### src/rtl/signal_pkg.sv
// Shared types and helpers for the signal sample chain (operator and decimator stages).
package signal_pkg;

  localparam int SIGNAL_DATA_W = 32;

  typedef logic [SIGNAL_DATA_W-1:0] sample_t;

  // Accumulator width that holds 2^decim_log2 full-scale samples without overflow.
  function automatic int acc_width(input int data_w, input int decim_log2);
    return data_w + decim_log2;
  endfunction

endpackage

### src/rtl/signal_decim_acc.sv
// Boxcar accumulator for the decimator: holds the partial sum and phase count and
// produces the completion strobe and mean of the window being closed this cycle.
// Optional round-half-up of the mean is selected by SIGNAL_DECIMATOR_ROUND_EN.
module signal_decim_acc
  import signal_pkg::*;
#(
  parameter int DATA_W     = SIGNAL_DATA_W,
  parameter int DECIM_LOG2 = 2,
  localparam int PH_W      = (DECIM_LOG2 > 0) ? DECIM_LOG2 : 1
) (
  input  logic              clk,
  input  logic              reset,
  input  logic              clear,
  input  logic              accept,
  input  logic [DATA_W-1:0] data,
  output logic              last,
  output logic              complete,
  output logic [DATA_W-1:0] result,
  output logic [PH_W-1:0]   phase
);

  localparam int ACC_W = acc_width(DATA_W, DECIM_LOG2);
  localparam int N     = 1 << DECIM_LOG2;
  localparam logic [PH_W-1:0] PH_LAST = PH_W'(N - 1);
`ifdef SIGNAL_DECIMATOR_ROUND_EN
  // Half an LSB of the output; zero when N = 1, so pass-through is untouched.
  localparam logic [ACC_W-1:0] RND = ACC_W'(N >> 1);
`else
  localparam logic [ACC_W-1:0] RND = '0;
`endif

  logic [ACC_W-1:0] acc_reg, acc_next;
  logic [PH_W-1:0]  phase_reg, phase_next;
  logic [ACC_W-1:0] sum;
  logic [ACC_W-1:0] sum_rnd;

  // Running sum including the sample on the input; ACC_W is wide enough that neither add wraps.
  assign sum      = acc_reg + ACC_W'(data);
  assign sum_rnd  = sum + RND;
  assign result   = DATA_W'(sum_rnd >> DECIM_LOG2);
  assign last     = (phase_reg == PH_LAST);
  assign complete = accept && last && !clear;
  assign phase    = phase_reg;

  // Next-state: clear wins, the completing sample restarts the window, others accumulate.
  always_comb begin
    acc_next   = acc_reg;
    phase_next = phase_reg;
    if (clear) begin
      acc_next   = '0;
      phase_next = '0;
    end else if (accept) begin
      if (last) begin
        acc_next   = '0;
        phase_next = '0;
      end else begin
        acc_next   = sum;
        phase_next = phase_reg + PH_W'(1);
      end
    end
  end

  // Accumulator and phase registers.
  always_ff @(posedge clk or posedge reset) begin
    if (reset) begin
      acc_reg   <= '0;
      phase_reg <= '0;
    end else begin
      acc_reg   <= acc_next;
      phase_reg <= phase_next;
    end
  end

endmodule

### src/rtl/signal_decimator.sv
// Decimating boxcar averager on an Avalon-ST sample chain: averages 2^DECIM_LOG2
// accepted samples into one output beat held in a single-entry output register.
// Define SIGNAL_DECIMATOR_ROUND_EN to round the mean half up instead of truncating.
module signal_decimator
  import signal_pkg::*;
#(
  parameter int DATA_W     = SIGNAL_DATA_W,
  parameter int DECIM_LOG2 = 2,
  localparam int PH_W      = (DECIM_LOG2 > 0) ? DECIM_LOG2 : 1
) (
  input  logic              clk,
  input  logic              reset,
  input  logic              clear,
  input  logic              avalonst_sink_valid,
  input  logic [DATA_W-1:0] avalonst_sink_data,
  output logic              avalonst_sink_ready,
  output logic              avalonst_source_valid,
  output logic [DATA_W-1:0] avalonst_source_data,
  input  logic              avalonst_source_ready,
  output logic [PH_W-1:0]   phase
);

  logic              out_valid_reg;
  logic [DATA_W-1:0] out_data_reg;
  logic              accept;
  logic              last;
  logic              complete;
  logic [DATA_W-1:0] result;

  // Only the completing sample can be blocked, and only while the result slot is stuck.
  assign avalonst_sink_ready   = !clear && !(last && out_valid_reg && !avalonst_source_ready);
  assign accept                = avalonst_sink_valid && avalonst_sink_ready;
  assign avalonst_source_valid = out_valid_reg;
  assign avalonst_source_data  = out_data_reg;

  signal_decim_acc #(
    .DATA_W     (DATA_W),
    .DECIM_LOG2 (DECIM_LOG2)
  ) u_acc (
    .clk      (clk),
    .reset    (reset),
    .clear    (clear),
    .accept   (accept),
    .data     (avalonst_sink_data),
    .last     (last),
    .complete (complete),
    .result   (result),
    .phase    (phase)
  );

  // Output register: a completion always loads (the slot is free or draining this cycle),
  // otherwise a transfer empties it; clear leaves a pending result in place.
  always_ff @(posedge clk or posedge reset) begin
    if (reset) begin
      out_valid_reg <= 1'b0;
      out_data_reg  <= '0;
    end else if (complete) begin
      out_valid_reg <= 1'b1;
      out_data_reg  <= result;
    end else if (out_valid_reg && avalonst_source_ready) begin
      out_valid_reg <= 1'b0;
    end
  end

endmodule

### config.mk
export PLATFORM = sky130hd
export DESIGN_NAME = signal_decimator
export DESIGN_NICKNAME = d
export VERILOG_FILES = /design/src/rtl/signal_pkg.sv /design/src/rtl/signal_decim_acc.sv /design/src/rtl/signal_decimator.sv
export SDC_FILE = /design/constraint.sdc
export NUM_CORES = 1
export LEC_CHECK = 0
export CELL_PAD_IN_SITES_DETAIL_PLACEMENT = 1
export CELL_PAD_IN_SITES_GLOBAL_PLACEMENT = 1
export CORE_MARGIN = 1
export CORE_UTILIZATION = 38
export CTS_BUF_LIST = sky130_fd_sc_hd__clkbuf_8
export DETAILED_ROUTE_END_ITERATION = 10
export GPL_TIMING_DRIVEN = 0
export HOLD_SLACK_MARGIN = 0.15
export PLACE_DENSITY = 0.81
export SYNTH_ARGS = -nofsm -noshare
export SYNTH_HDL_FRONTEND = slang
export SYNTH_SLANG_ARGS = --single-unit
### constraint.sdc
create_clock -name clk -period 2.8 [get_ports clk]
set_clock_uncertainty 0.2 [all_clocks]
set_input_delay 0.28 -clock clk [delete_from_list [all_inputs] [get_ports clk]]
set_output_delay 0.28 -clock clk [all_outputs]
set_load 0.01 [all_outputs]
Run 1, the metal 1 layer:
Bar = 20 microns. Supply wires on this layer in gray.
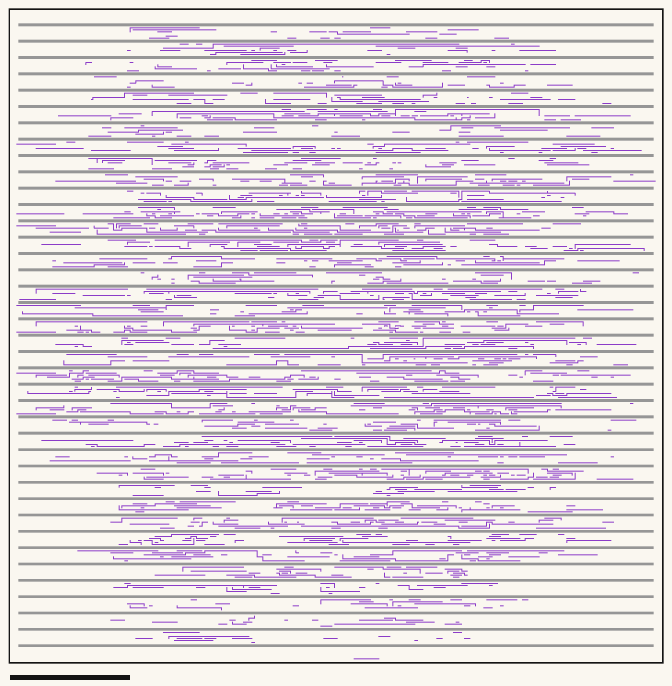
nets with wire on the layer: 576
longest straight run: 40.9 microns
wire length on this layer: 6370 microns
share of all routed wire: 45%
main direction: horizontal
drt total wl: 14100 microns
DR vias: 3998

Run 1, metal 2:
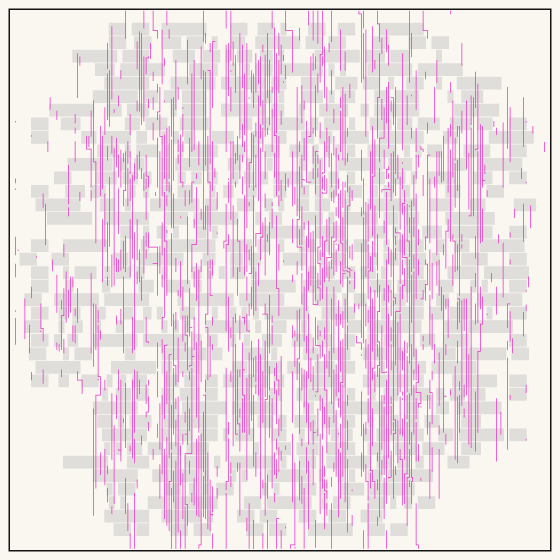
wire length on this layer: 6870 microns
main direction: vertical
nets with wire on the layer: 590
longest straight run: 40.8 microns
share of all routed wire: 49%
met2 Usage GRT: 0.397

==> Slide: Implementation Results, run 1 <==
Synthesis and Place & Route Summary

Worst setup path
  • Setup crit start kind: flop
  • Critical Path Max Stage Delay: between 0.4 and 0.5 ns
  • Critical path capture point type: flop
  • Crit path to: avalonst_source_data[26]$_DFFE_PP0P_
  • R2r worst-path depth: 10
  • FF-to-FF setup slack: -0.45 ns
  • CP required: approximately 2.9 ns
  • Slowest CP cell: dfrtp_1

Global route
  • Largest net degree at the start of global routing: approximately 70
  • Grt met1 use: 0.324
  • Gr busiest metal: met2
  • First-pass GRT wire length: 22000 microns

Yosys
  • Compound Share, Synth: 0.238
  • Top logic family: AND-OR/OR-AND gates
  • Post-synth EDFFs: 0
  • Top post-synthesis cells by count: 77 x nand2_1, 69 x dfrtp_1, 38 x a21oi_1, 33 x ha_1, 31 x a22o_1
  • Commonest flop: dfrtp_1
  • Count leader, synth: nand2_1
  • Adder Area Share: 0.100
  • Floorplan Nets: approximately 530
  • Cells after synthesis: 455
  • Cell taking the most area after synthesis: dfrtp_1
  • Register share after synthesis: 0.400
  • Mapped Avg Cell Area: approximately 9.5 sq um

Clock network
  • # hold bufs at CTS: 0
  • Clock-pin slew on the worst setup and hold paths: roughly 0.08 ns
  • H-tree Lvls: 3

Routing
  • Routed met1 length: roughly 6400 microns
  • TritonRoute pass-1 iters: 4
  • Routed wire length per instance: 20.2 microns
  • Drt drc: 0

Final timing
  • Final worst path period share: 1.16
  • Fmax achieved: between 300 and 400 MHz
  • Relative slew slack: 0.370
  • Final count of negative-setup-slack endpoints: around 42
  • Fin. max-slew vios: 0
  • TNS Setup: -9.10 ns
  • Fin worst setup slack: -0.453 ns

Final layout
  • # fillers: around 1200
  • Clkbuf count: 10
  • Flop count: 69
  • Multi-input gate count: between 300 and 400
  • Largest register FFs: 34

Run
  • Log Warnings: 29

Place
  • Placed cells: roughly 670
  • Placement Setup Slack: -0.865 ns

Outcome
  • Status: finished with violations
  • Failing checks: negative setup slack

Pwr
  • Pwr dens: just under 700 nW/um^2
  • Sequential share of power: 0.306
Run 1, met3 routing:
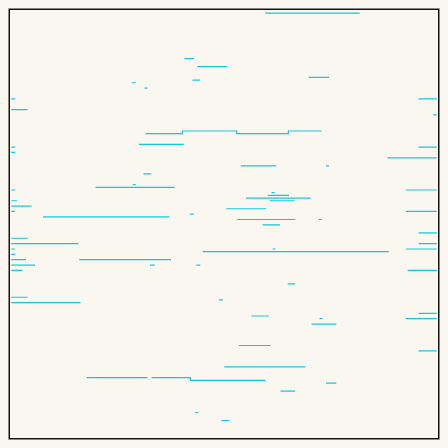
wire length on this layer: 526 microns
share of all routed wire: 3.7%
longest straight run: 46.9 microns
nets with wire on the layer: 56
main direction: horizontal
routing usage on met3: 0.0410

## Run 2: what changed since run 1
==> constraint.sdc (replaced) <==
create_clock -name clk -period 2.8 [get_ports clk]
set_clock_uncertainty 0.2 [all_clocks]
set_input_delay 0.28 -clock clk [delete_from_list [all_inputs] [get_ports clk]]
set_output_delay 0.28 -clock clk [all_outputs]
set_load 0.02 [all_outputs]
Run 2, the metal 1 layer:
Bar = 20 microns. Supply wires on this layer in gray.
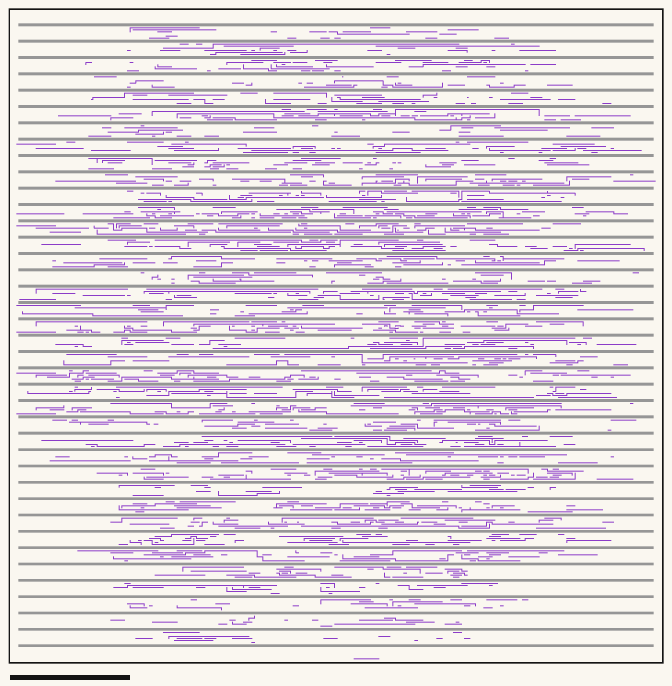
wire length on this layer: 6370 microns
longest straight run: 40.9 microns
grt met1 use: 0.324

Run 2, metal 2:
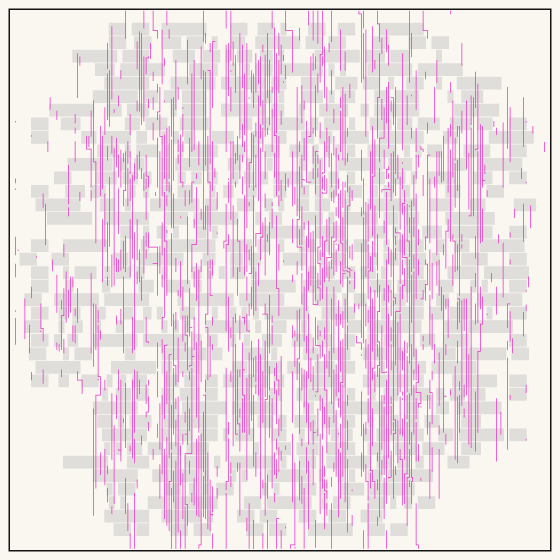
wire length on this layer: 6870 microns
nets with wire on the layer: 590
main direction: vertical
longest straight run: 40.8 microns

==> Slide: Implementation Results, run 2 <==
Synthesis and Place & Route Summary

Outcome
  • Status: finished with violations
  • Failing checks: negative setup slack

Worst setup path
  • Setup crit start kind: flop
  • CP required: between 2 and 3 ns
  • R2r worst-path depth: 10
  • Critical Path Max Stage Delay: ~0.42 ns
  • Slowest CP cell: dfrtp_1
  • Crit path to: avalonst_source_data[26]$_DFFE_PP0P_
  • FF-to-FF setup slack: -0.45 ns

Routing
  • Drt total wl: roughly 14000 microns
  • DR vias: ~4000

Final timing
  • Fin. max-slew vios: 0
  • Fmax achieved: ~300 MHz
  • Relative slew slack: 0.370
  • Fin worst setup slack: -0.453 ns
  • Final count of negative-setup-slack endpoints: roughly 42
  • TNS Setup: -9.10 ns

Final layout
  • Clkbuf count: 10
  • Multi-input gate count: approximately 350
  • # fillers: 1241
  • Largest register FFs: 34

Yosys
  • Cells after synthesis: roughly 460
  • Commonest flop: dfrtp_1
  • Post-synth EDFFs: 0
  • Top post-synthesis cells by count: 77 x nand2_1, 69 x dfrtp_1, 38 x a21oi_1, 33 x ha_1, 31 x a22o_1
  • Floorplan Nets: approximately 530
  • Top logic family: AND-OR/OR-AND gates
  • Count leader, synth: nand2_1

Place
  • Placed cells: ~670

Global route
  • Gr busiest metal: met2
  • Routing usage on met3: 0.0410

Pwr
  • Pwr dens: between 700 and 800 nW/um^2
  • Sequential share of power: 0.300
## Run 3: what changed since run 2
--- a/config.mk
+++ b/config.mk
@@ -5,6 +5,7 @@
 export SDC_FILE = /design/constraint.sdc
 export NUM_CORES = 1
 export LEC_CHECK = 0
+export ABC_CLOCK_PERIOD_IN_PS = 2800
 export CELL_PAD_IN_SITES_DETAIL_PLACEMENT = 1
 export CELL_PAD_IN_SITES_GLOBAL_PLACEMENT = 1
 export CORE_MARGIN = 1
@@ -14,6 +15,8 @@
 export GPL_TIMING_DRIVEN = 0
 export HOLD_SLACK_MARGIN = 0.15
 export PLACE_DENSITY = 0.81
+export SKIP_CTS_REPAIR_TIMING = 1
 export SYNTH_ARGS = -nofsm -noshare
 export SYNTH_HDL_FRONTEND = slang
 export SYNTH_SLANG_ARGS = --single-unit
+export TNS_END_PERCENT = 100
Run 3, track usage over the die:
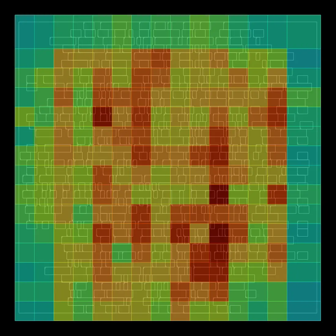
grt met1 use: 0.311
routed wire length per instance: 19.6 microns
GRT Total Usage: 0.236
gr busiest metal: met2

Run 3, metal 2:
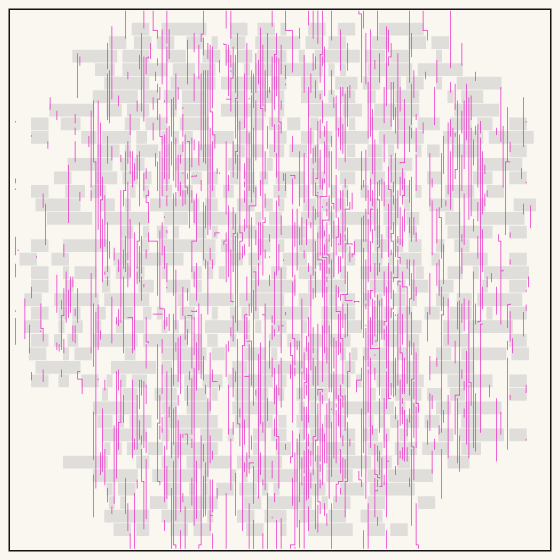
share of all routed wire: 49%
wire length on this layer: 6560 microns
longest straight run: 37.4 microns
nets with wire on the layer: 576
drt total wl: 13500 microns
met2 Usage GRT: 0.394
DR vias: 3908

==> Slide: Implementation Results, run 3 <==
Synthesis and Place & Route Summary

Outcome
  • Status: finished with violations
  • Failing checks: negative setup slack

Worst setup path
  • Critical Path Max Stage Delay: about 0.42 ns
  • Setup crit start kind: flop
  • CP required: approximately 2.9 ns
  • FF-to-FF setup slack: -0.43 ns
  • R2r worst-path depth: 10

Yosys
  • Count leader, synth: nand2_1
  • Floorplan Nets: between 500 and 600
  • Top logic family: AND-OR/OR-AND gates
  • Post-synth EDFFs: 0
  • Compound Share, Synth: 0.238
  • Mapped Avg Cell Area: between 9 and 10 sq um

Final timing
  • Final count of negative-setup-slack endpoints: 27
  • Fin. max-slew vios: 0
  • Fin worst setup slack: -0.429 ns
  • Fmax achieved: slightly above 300 MHz
  • Relative slew slack: 0.406
  • Final worst path period share: 1.15

Global route
  • Routing usage on met3: 0.0374

Run
  • Log Warnings: 28

Final layout
  • Flop count: 69
  • # fillers: between 1000 and 1500
  • Multi-input gate count: ~350

Routing
  • TritonRoute pass-1 iters: 4
No activity file was given, so power comes from the tool's default toggle rates.
